===== config.mk =====
export PLATFORM = sky130hd
export DESIGN_NAME = seg7_scan_driver_flat
export DESIGN_NICKNAME = d
export VERILOG_FILES = /design/src/rtl/seg7_scan_driver_if.sv /design/src/rtl/seg7_scan_driver.sv /design/src/flat_wrapper.sv
export SDC_FILE = /design/constraint.sdc
export NUM_CORES = 1
export LEC_CHECK = 0
export CORE_UTILIZATION = 30
export DETAILED_ROUTE_END_ITERATION = 10
export DONT_BUFFER_PORTS = 1
export PLACE_DENSITY = 0.48
export REMOVE_ABC_BUFFERS = 1
export SYNTH_ARGS = -nofsm -noshare
export SYNTH_HDL_FRONTEND = slang
export SYNTH_SLANG_ARGS = --single-unit

===== constraint.sdc =====
create_clock -name clk -period 3.3 [get_ports clk]
set_clock_uncertainty 0.05 [all_clocks]
set_input_delay 0.66 -clock clk [delete_from_list [all_inputs] [get_ports clk]]
set_output_delay 0.66 -clock clk [all_outputs]
set_load 0.03 [all_outputs]

===== src/rtl/seg7_scan_driver_if.sv =====
`default_nettype none
// ============================================================================
//  Module      : seg7_scan_driver_if
//  Description : Data-load and display-pin bundle for the multiplexed
//                7-segment scan driver.
//  Revision    : 1.0  initial release
// ============================================================================
interface seg7_scan_driver_if #(
    parameter int NUM_DIGITS = 4
);
    logic                      load;
    logic [4*NUM_DIGITS-1:0]   digits_in;
    logic [NUM_DIGITS-1:0]     dp_in;
    logic                      lz_en;
    logic [6:0]                seg;
    logic                      dp;
    logic [NUM_DIGITS-1:0]     an;
    logic                      frame;

    modport master (
        output load, digits_in, dp_in, lz_en,
        input  seg, dp, an, frame
    );

    modport slave (
        input  load, digits_in, dp_in, lz_en,
        output seg, dp, an, frame
    );
endinterface
`default_nettype wire


===== src/rtl/seg7_scan_driver.sv =====
`default_nettype none
// ============================================================================
//  Module      : seg7_scan_driver
//  Description : Time-multiplexed N-digit 7-segment driver with shadow load,
//                leading-zero blanking, per-digit decimal points and frame pulse.
//  Revision    : 1.0  initial release
// ============================================================================
module seg7_scan_driver #(
    parameter int NUM_DIGITS = 4,
    parameter int DIV        = 1000,
    parameter int HEX_MODE   = 0
) (
    input  logic              clk,
    input  logic              reset,
    seg7_scan_driver_if.slave bus
);
    localparam int c_idx_w = (NUM_DIGITS > 1) ? $clog2(NUM_DIGITS) : 1;
    localparam int c_pre_w = $clog2(DIV);
    localparam logic [c_idx_w-1:0] c_last_idx = c_idx_w'(NUM_DIGITS - 1);
    localparam logic [c_pre_w-1:0] c_last_pre = c_pre_w'(DIV - 1);

    logic [NUM_DIGITS-1:0][3:0] r_digits;
    logic [NUM_DIGITS-1:0]      r_dp_bits;
    logic                       r_lz;
    logic [c_pre_w-1:0]         r_pre;
    logic [c_idx_w-1:0]         r_idx;

    logic [NUM_DIGITS-1:0]      w_nonzero;
    logic [NUM_DIGITS-1:0]      w_an;
    logic [3:0]                 w_code;
    logic                       w_blank;
    logic [6:0]                 w_seg;

    for (genvar i = 0; i < NUM_DIGITS; i++) begin : g_digit
        assign w_nonzero[i] = |r_digits[i];
        assign w_an[i]      = (r_idx == c_idx_w'(i));
    end

    assign w_code = r_digits[r_idx];

    // Blank only when this digit and everything more significant is zero.
    assign w_blank = r_lz && (r_idx != '0) && ((w_nonzero >> r_idx) == '0);

    always_comb begin
        w_seg = 7'b0000000;
        case (w_code)
            4'h0: w_seg = 7'b1111110;
            4'h1: w_seg = 7'b0110000;
            4'h2: w_seg = 7'b1101101;
            4'h3: w_seg = 7'b1111001;
            4'h4: w_seg = 7'b0110011;
            4'h5: w_seg = 7'b1011011;
            4'h6: w_seg = 7'b1011111;
            4'h7: w_seg = 7'b1110000;
            4'h8: w_seg = 7'b1111111;
            4'h9: w_seg = 7'b1111011;
            4'hA: w_seg = (HEX_MODE != 0) ? 7'b1110111 : 7'b0000000;
            4'hB: w_seg = (HEX_MODE != 0) ? 7'b0011111 : 7'b0000000;
            4'hC: w_seg = (HEX_MODE != 0) ? 7'b1001110 : 7'b0000000;
            4'hD: w_seg = (HEX_MODE != 0) ? 7'b0111101 : 7'b0000000;
            4'hE: w_seg = (HEX_MODE != 0) ? 7'b1001111 : 7'b0000000;
            4'hF: w_seg = (HEX_MODE != 0) ? 7'b1000111 : 7'b0000000;
            default: w_seg = 7'b0000000;
        endcase
    end

    always_ff @(posedge clk) begin
        if (reset) begin
            r_digits  <= '0;
            r_dp_bits <= '0;
            r_lz      <= 1'b0;
            r_pre     <= '0;
            r_idx     <= '0;
            bus.seg   <= '0;
            bus.dp    <= 1'b0;
            bus.an    <= '0;
            bus.frame <= 1'b0;
        end else begin
            if (bus.load) begin
                r_digits  <= bus.digits_in;
                r_dp_bits <= bus.dp_in;
                r_lz      <= bus.lz_en;
            end

            // Scan phase runs freely; loads never disturb it.
            if (r_pre == c_last_pre) begin
                r_pre <= '0;
                r_idx <= (r_idx == c_last_idx) ? '0 : r_idx + c_idx_w'(1);
            end else begin
                r_pre <= r_pre + c_pre_w'(1);
            end

            bus.an    <= w_an;
            bus.seg   <= w_blank ? 7'b0000000 : w_seg;
            bus.dp    <= r_dp_bits[r_idx];
            bus.frame <= (r_idx == '0) && (r_pre == '0);
        end
    end
endmodule
`default_nettype wire


===== src/flat_wrapper.sv =====
// flat-port wrapper written by rule: the top's interface ports become plain ports
module seg7_scan_driver_flat 
#(
    parameter int NUM_DIGITS = 4,
    parameter int DIV        = 1000,
    parameter int HEX_MODE   = 0
)
  (clk, reset, bus_load, bus_digits_in, bus_dp_in, bus_lz_en, bus_seg, bus_dp, bus_an, bus_frame);
  seg7_scan_driver_if #(.NUM_DIGITS(NUM_DIGITS)) bus_i ();
  input  logic clk;
  input  logic reset;
  input wire logic [$bits(bus_i.load)-1:0] bus_load;
  input wire logic [$bits(bus_i.digits_in)-1:0] bus_digits_in;
  input wire logic [$bits(bus_i.dp_in)-1:0] bus_dp_in;
  input wire logic [$bits(bus_i.lz_en)-1:0] bus_lz_en;
  output wire logic [$bits(bus_i.seg)-1:0] bus_seg;
  output wire logic [$bits(bus_i.dp)-1:0] bus_dp;
  output wire logic [$bits(bus_i.an)-1:0] bus_an;
  output wire logic [$bits(bus_i.frame)-1:0] bus_frame;
  assign bus_i.load = bus_load;
  assign bus_i.digits_in = bus_digits_in;
  assign bus_i.dp_in = bus_dp_in;
  assign bus_i.lz_en = bus_lz_en;
  assign bus_seg = bus_i.seg;
  assign bus_dp = bus_i.dp;
  assign bus_an = bus_i.an;
  assign bus_frame = bus_i.frame;
  seg7_scan_driver #(.NUM_DIGITS(NUM_DIGITS), .DIV(DIV), .HEX_MODE(HEX_MODE)) u_core (.clk(clk), .reset(reset), .bus(bus_i));
endmodule

==> flow_summary.toml, run 1 <==
# implementation run metrics
[yosys]
synth.avg_cell_area_um2 = 10.0
top_cell = "sky130_fd_sc_hd__dfxtp_1"
syn-instance-count = 205
async_flop_share_pct = 0
numSynthFlops = 46

[pwr]
clock_net_power_mw = 0.354
ir_drop_mv = 0.222
comb_power_mw = 0.0795
switching_fraction_of_total_power_pct = 26.4
share_comb_of_total_power_pct = 7.5
p_per_area_nw_per_um2 = 484
proportion_of_power_drawn_by_the_clock_network_pct = 33.5

[layout]
lay_top_count = "sky130_fd_sc_hd__dfxtp_1"
fill_cells = 673
logic_gate_count = 139
insertedDiodeCount = 0
finish.cell_count_without_fillers = 281
non_clock_buffer_count = 0

[place]
place_hpwl_um = 2770
io_buffer_count = 0
placedInstanceArea_um2 = 2090

[final_timing]
timing_worst_slew_pin_value_ns = 0.594
sum_of_negative_setup_slack_ns = 0
clock.fmax_ghz = 0.471
grt_setup_unrepaired = "false"

[critical_path]
endpoint = "u_core.bus.seg[1]$_SDFF_PP0_"
timing.reg2reg.worst_path_depth = 7
path_cells = "mux4_1 -> inv_1 -> ha_1 -> inv_1 -> mux2i_1 -> a21oi_1 -> nor2_1"
timing_worst_setup_path_type = "reg2reg"
cp.arrival_ns = 2.31
r2r-start = "u_core.r_idx[0]$_SDFFE_PP0N_"

[clock_network]
htreeDepth = 2
clkTransAtPathRegs_ns = 0.10
cts_hold_buf = 0
cts_num_sinks = 46

[global_routing]
antenna_found_initial = 0
grt_first_pass_wirelength_um = 6420

[route]
detailedRoute.firstIterationViolations = 26

[floorplan]
floorplan.core_util_pct = 31.6
die_y_um = 84.7
tap-cell-count = 77
die_w_um = 84.7

[min_path]
worst_hold_path_type = "in2reg"
timing.hold.worst_path_depth = 1

[run_status]
run_status = "finished, final reports clean"
==> run 1: through the flow <==
stage | hold slack, ns | total power, mW
3_5_place_dp | 0.411 | 0.718
2_1_floorplan | 0.380 | 0.699
5_1_grt | 0.339 | 1.12
4_1_cts | 0.353 | 1.08
6_report | 0.365 | 1.06
3_3_place_gp | 0.401 | 0.717
==> run 1: state kept, by name (all words and copies together) (netlist names) <==
signal            count
u_core.r_digits      16
u_core.r_pre         10
u_core.bus.seg        7
u_core.bus.an         4
u_core.r_dp_bits      4
u_core.r_idx          2
u_core.bus.dp         1
u_core.bus.frame      1
u_core.r_lz           1
==> run 1: kinds of logic (layout without fill, tap and decap cells) <==
logic type	after synthesis	in the layout	share of synthesized area, %
DFF	46	46	44.9
muxes	29	29	17.6
and+or+nand+nor	79	79	18.1
adders and majority gates	12	12	7.31
AOI/OAI and AO/OA	10	10	3.47
buffers and inverters	20	19	4.87
xor gates and xnor gates	9	9	3.84
==> run 1: per-layer routing <==
layer | GRT usage (%) | vias up | part of all wire (%)
met5 | 0 | - | 0
met4 | 4.16 | 0 | 1.3
met3 | 3.44 | 4 | 5.0
met2 | 16.2 | 32 | 41
met1 | 15.8 | 599 | 52
li1 | - | 691 | -
==> run 1: worst register-to-register path: stages (launching register included) <==
cell	delay, ns
sky130_fd_sc_hd__dfxtp_1	0.63
sky130_fd_sc_hd__mux4_1	0.69
sky130_fd_sc_hd__inv_1	0.16
sky130_fd_sc_hd__ha_1	0.21
sky130_fd_sc_hd__inv_1	0.05
sky130_fd_sc_hd__mux2i_1	0.11
sky130_fd_sc_hd__a21oi_1	0.08
sky130_fd_sc_hd__nor2_1	0.09
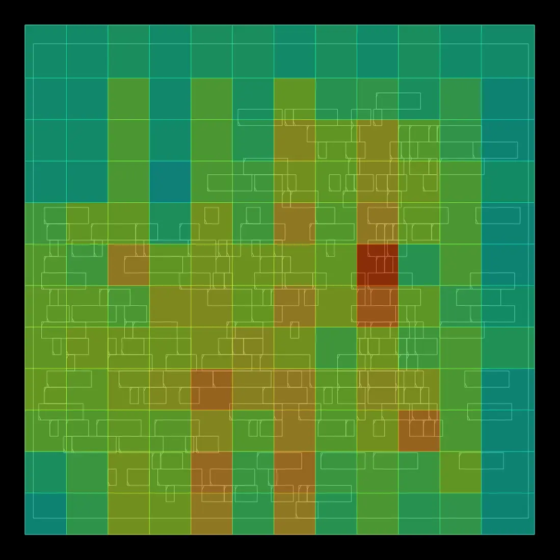
**Above:** run 1 (routing congestion).
met3 capacity usage during global routing: 3.44%
GRT met1 Usage: 15.8%
met2 track demand over resource in global routing: 16.2%

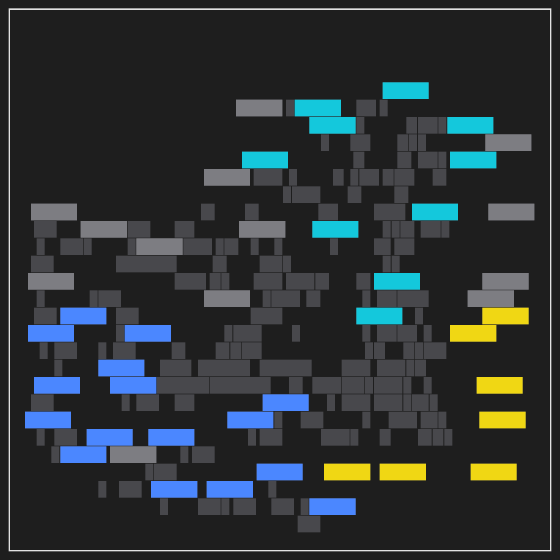
**Above:** run 1 (sequential cells coloured by netlist name).
Other sequential cells in the stronger grey, the rest of the logic in the fainter grey.
[yellow] u_core.bus.seg | placed flops: 7 | where: lower right
[cyan] u_core.r_pre | placed flops: 10
[blue] u_core.r_digits | placed flops: 16
flip-flop and latch area: 921 µm²
utilization after layout: 33.6%
sequential cell area share: 42.2%
Flop+latch power: 0.624 mW

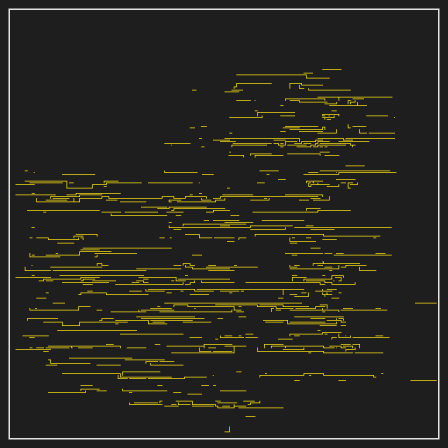
**Above:** run 1 (metal 1).
share of all routed wire: 52%
nets with wire on the layer: 206
vias after detailed routing: 1,326
sum of routed wire length over all layers: 3830 µm

**Run 1: routed clock nets over the placement**

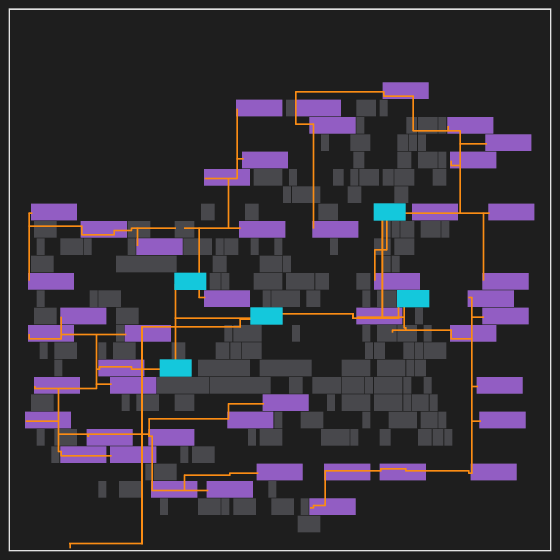

==> run 1 -> run 2 <==
==> constraint.sdc (replaced) <==
create_clock -name clk -period 2.1 [get_ports clk]
set_clock_uncertainty 0.05 [all_clocks]
set_input_delay 0.42 -clock clk [delete_from_list [all_inputs] [get_ports clk]]
set_output_delay 0.42 -clock clk [all_outputs]
set_load 0.03 [all_outputs]
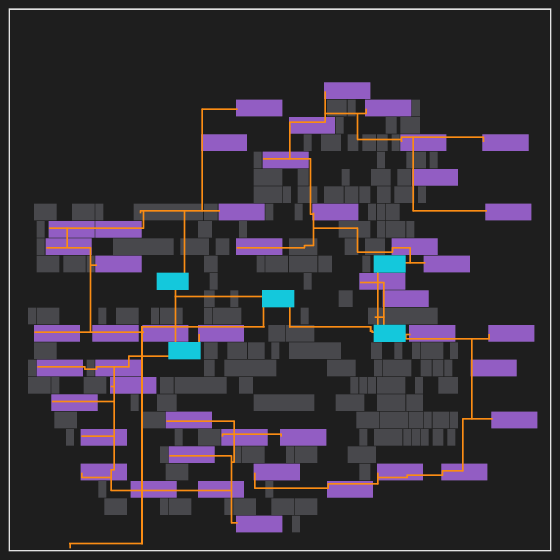
**Above:** run 2 (routed clock nets over the placement).
[cyan] clock-net drivers | count: 5
[orange] clock wires | length: 600 µm
[purple] flip-flops | count: 46
routed clock nets: 6
power attributed to the clock group: 0.806 mW
clock latency reported for the late side of the worst-skew pair: 0.29 ns
proportion of power drawn by the clock network: 42.1%

==> run 2 against run 1 <==
Core utilization is 0.98 points higher. Total power is 81% higher. The run now ends with design-rule violations left. Sequential power is 57% higher.
==> flow_summary.toml, run 2 <==
# implementation run metrics
[run_status]
failing_checks = "design-rule violations"
run_status = "finished, violations left"

[pwr]
p_per_area_nw_per_um2 = 850
ir_drop_mv = 0.322
p_leak_nw = 0.934
post-layout-total-power_mw = 1.91

[min_path]
worst_hold_path_type = "in2reg"

[layout]
largest_register_ff_count = 16
lay_top_count = "sky130_fd_sc_hd__dfxtp_1"
top_register = "u_core.r_digits"
reg_top3 = "u_core.r_digits (16), u_core.r_pre (10), u_core.bus.seg (7)"
insertedDiodeCount = 0
postLayoutCoreUtil_pct = 34.6
fill_cells = 665
finish.cell_count_without_fillers = 283

[floorplan]
die_y_um = 84.7
die_w_um = 84.7
floorplan.core_util_pct = 31.6
core.rowCount = 29

[place]
dpl.cell_count = 275
placedInstanceArea_um2 = 2110
place_hpwl_um = 2720
io_buffer_count = 0

[final_timing]
timing_worst_slew_pin_value_ns = 0.454
sum_of_negative_setup_slack_ns = 0
grt_setup_unrepaired = "false"
final_count_of_pins_violating_max_slew = 0
setup_viol = 0
clock.fmax_ghz = 0.531
post-route-worst-setup-slack_ns = 0.218
worst_hold_slack_ns = 0.135

[yosys]
synth.avg_cell_area_um2 = 10.0
numSynthFlops = 46
syn-instance-count = 205
async_flop_share_pct = 0

[route]
vias = 1345
drc = 2
routed_wirelength_um = 3770
detailedRoute.firstIterationViolations = 33

[critical_path]
timing_worst_setup_path_type = "reg2reg"
cp.arrival_ns = 2.06
timing.critical_path.buf_inv = 2
path_cells = "mux4_2 -> inv_1 -> ha_1 -> inv_1 -> mux2i_1 -> a21oi_1 -> nor2_1"

[global_routing]
grt-busiest-layer = "met2"
met2_usage_pct = 15.8
grt_first_pass_wirelength_um = 6300
met3_capacity_usage_during_global_routing_pct = 3.44
antenna_found_initial = 0
globalRouteTotalUtil_pct = 11.1

[clock_network]
cts_num_sinks = 46
htreeDepth = 2
clkTransAtPathRegs_ns = 0.09
tritoncts.num_buffers = 5
cts_hold_buf = 0
-- run 2: cell counts after synthesis --
No cell type changed its count.
-- run 2: path summary, 6_finish.rpt --
path	cells after the start	start	endpoint	slack (ns)
hold / removal	1	reset	u_core.r_digits[13]$_SDFFE_PP0P_	0.14
setup / recovery	7	u_core.r_idx[0]$_SDFFE_PP0N_	u_core.bus.seg[1]$_SDFF_PP0_	0.22
setup reg to reg	7	u_core.r_idx[0]$_SDFFE_PP0N_	u_core.bus.seg[1]$_SDFF_PP0_	0.22
hold reg to reg	1	u_core.r_pre[0]$_SDFF_PP0_	u_core.r_pre[0]$_SDFF_PP0_	0.43
-- run 2: cells by family (layout without fill, tap and decap cells) --
family	count (synthesis)	in the layout	share of synthesized area [%]
AOI/OAI and AO/OA	10	10	3.47
xor gates and xnor gates	9	9	3.84
adders and majority gates	12	12	7.31
buffers and inverters	20	21	4.87
DFF	46	46	44.9
muxes	29	29	17.6
and+or+nand+nor	79	79	18.1
-- run 2: where the power goes --
group	internal [mW]	leakage [nW]	switching, mW
sequential	0.918	0.379	0.0633
combinational	0.0657	0.484	0.0594
clock	0.508	0.0714	0.298
total	1.49	0.934	0.421
-- run 2: cell type report --
| type | count | area (µm²) | area share (%) |
|---|---|---|---|
| inverter | 11 | 41.3 | 1.84 |
| sequential | 46 | 921 | 41.0 |
| multi-input combinational | 139 | 1030 | 45.9 |
| clock inverter | 2 | 60.1 | 2.67 |
| tap | 77 | 96.3 | 4.28 |
| timing repair buffer | 2 | 15.0 | 0.668 |
| clock buffer | 6 | 82.6 | 3.67 |
-- run 2: metal layers --
metal | wire, µm | up-vias
met5 | 0 | -
met4 | 34 | 0
met3 | 196 | 2
met2 | 1510 | 32
met1 | 2020 | 612
li1 | - | 699
**Run 2: nets reached from selected ports**

Scale bar: 20 µm.
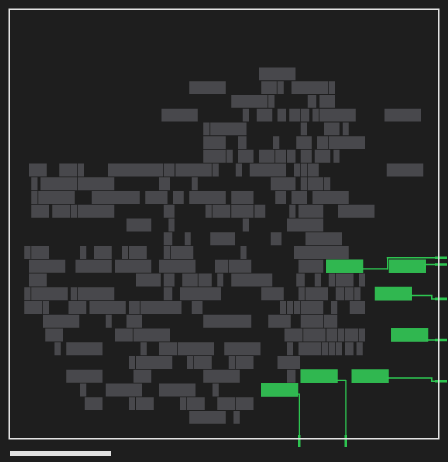

==> run 2 -> run 3 <==
--- a/config.mk
+++ b/config.mk
@@ -6,6 +6,7 @@
 export NUM_CORES = 1
 export LEC_CHECK = 0
 export CORE_UTILIZATION = 30
+export CTS_CLUSTER_DIAMETER = 120
 export DETAILED_ROUTE_END_ITERATION = 10
 export DONT_BUFFER_PORTS = 1
 export PLACE_DENSITY = 0.48
==> constraint.sdc (replaced) <==
create_clock -name clk -period 1.8 [get_ports clk]
set_clock_uncertainty 0.05 [all_clocks]
set_input_delay 0.36 -clock clk [delete_from_list [all_inputs] [get_ports clk]]
set_output_delay 0.36 -clock clk [all_outputs]
set_load 0.03 [all_outputs]
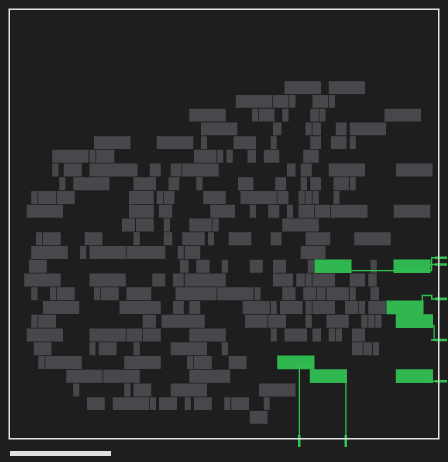
**Above:** run 3 (nets reached from selected ports).
Scale bar: 20 µm.
[green] bus_seg | bits: 7 | direction: output | edge: 5 right, 2 bottom | end cells: 7 | wire: 59.7 µm
Ports: 37
# port buffers: 0

==> run 3 against run 2 <==
Largest cell class unchanged. Final cell count increased by 2.8%. Sequential share of layout area fell by 0.073 points. Total power is 1.6% higher. Routed wire length up 3.6%. Non-clock buffer count grew 8. The flow still finishes with violations (design-rule violations). Worst setup slack worse by 0.15 ns.
==> flow_summary.toml, run 3 <==
# implementation run metrics
[final_timing]
sum_of_negative_setup_slack_ns = 0
fin_crit_sh_pct = 96.2
setup_viol = 0
worst_hold_slack_ns = 0.0812
clock.fmax_ghz = 0.578
grt_setup_unrepaired = "true"
post-route-worst-setup-slack_ns = 0.0689
timing_worst_slew_pin_value_ns = 0.416
layout_min_cycle_time_ns = 1.73
final_count_of_pins_violating_max_slew = 0

[global_routing]
antenna_found_initial = 0
global_route.usage.met1_pct = 17.0
met3_capacity_usage_during_global_routing_pct = 3.34
grt-busiest-layer = "met1"
globalRouteTotalUtil_pct = 11.7
grt_first_pass_wirelength_um = 6510
met2_usage_pct = 16.4

[floorplan]
floorplan.core_util_pct = 31.6
die_y_um = 84.7
core.rowCount = 29
design.core.area_um2 = 6490
die_w_um = 84.7

[route]
route.met2.wl_um = 1620
met3RoutedLength_um = 170
wirelength_met1_um = 2070
detailedRoute.firstIterationViolations = 36
drc = 2
vias = 1382
routed_wirelength_um = 3900
dr.max_layer_used = "met4"
via_count_normalized_by_instance_count = 4.75

[place]
place_hpwl_um = 2920
dpl_worst_slack_ns = -0.0489
dpl.cell_count = 281
placedInstanceArea_um2 = 2150

[layout]
postLayoutCoreUtil_pct = 34.9
largest_register_ff_count = 16
insertedDiodeCount = 0
fill_cells = 689
lay_top_count = "sky130_fd_sc_hd__nor2_1"
final_cell_mix = "45 x sky130_fd_sc_hd__nor2_1, 44 x sky130_fd_sc_hd__dfxtp_1, 24 x sky130_fd_sc_hd__mux2i_1"
top_register = "u_core.r_digits"
multiInputGateArea_um2 = 1030
reg_top3 = "u_core.r_digits (16), u_core.r_pre (10), u_core.bus.seg (7)"
finish.cell_count_without_fillers = 291
register_area_um2 = 926

[clock_network]
cts_num_sinks = 46
clock_latency_reported_for_the_late_side_of_the_worst_skew_pair_ns = 0.29
htreeDepth = 2
tritoncts.num_buffers = 5
cts_hold_buf = 0
clkTransAtPathRegs_ns = 0.08
max-clock-path-buffers = 2

[yosys]
syn-instance-count = 205
synth-compound-area-share_pct = 3.47
async_flop_share_pct = 0
post_synth_fa_ha_maj_area_fraction_pct = 7.31
basic_gates_by_area_pct = 18.1
numSynthFlops = 46
synthTopLogicFamily = "simple AND/OR/NAND/NOR gates"
synthMuxAreaShare_pct = 17.6
synthDominantAreaCellType = "sky130_fd_sc_hd__dfxtp_1"
synthesis.yosys.warnings = 0
synth.avg_cell_area_um2 = 10.0
synthXorXnorAreaFrac_pct = 3.84

[critical_path]
cp.arrival_ns = 1.87
timing_worst_setup_path_type = "reg2reg"

[pwr]
p_leak_nw = 0.946
post-layout-total-power_mw = 1.94
p_per_area_nw_per_um2 = 858
ir_drop_mv = 0.343

[run_status]
run_status = "finished, violations left"
failing_checks = "design-rule violations"

[flow_run]
maxcap_violations = 0

[min_path]
worst_hold_path_type = "in2reg"
## run 3: cell counts after synthesis
No cell type changed its count.
## run 3: worst max-delay path, stage by stage, from the launching register on
cell and delay [ns]:
sky130_fd_sc_hd__dfxtp_4 0.39, sky130_fd_sc_hd__mux4_2 0.54, sky130_fd_sc_hd__buf_4 0.15, sky130_fd_sc_hd__buf_4 0.14, sky130_fd_sc_hd__xor2_1 0.15, sky130_fd_sc_hd__a21oi_1 0.15, sky130_fd_sc_hd__nor2_1 0.06
## run 3: worst paths after layout
kind | slack (ns) | to | cells past startpoint | start
worst max-delay path | 0.07 | u_core.bus.seg[0]$_SDFF_PP0_ | 6 | u_core.r_idx[0]$_SDFFE_PP0N_
worst min-delay path | 0.08 | u_core.r_digits[13]$_SDFFE_PP0P_ | 1 | reset
worst max register to register | 0.07 | u_core.bus.seg[0]$_SDFF_PP0_ | 6 | u_core.r_idx[0]$_SDFFE_PP0N_
worst min register to register | 0.42 | u_core.r_pre[0]$_SDFF_PP0_ | 1 | u_core.r_pre[0]$_SDFF_PP0_
## run 3: cell type report
cell class              instances  area share (%)
clock inverters                 1           0.221
clock buffers                   7            3.81
multi-input cells             139            45.5
inverters                      11            1.82
repair buffers                 10            3.48
flip-flops and latches         46            40.9
well taps                      77            4.25
## run 3: timing repair
| action | in CTS | in global routing |
|---|---|---|
| buffers inserted | 0 | 2 |
| setup endpoints to repair | 5 | 7 |
| pin swaps | 0 | 2 |
| endpoints found under the hold margin | 0 | 0 |
| gates resized | 2 | 5 |
## run 3: power breakdown
group | total (mW) | internal [mW] | switching, mW
sequential | 1.14 | 1.07 | 0.0746
combinational | 0.155 | 0.0837 | 0.0717
clock | 0.644 | 0.310 | 0.334
total | 1.94 | 1.46 | 0.480
Power and IR drop assume default switching activity.
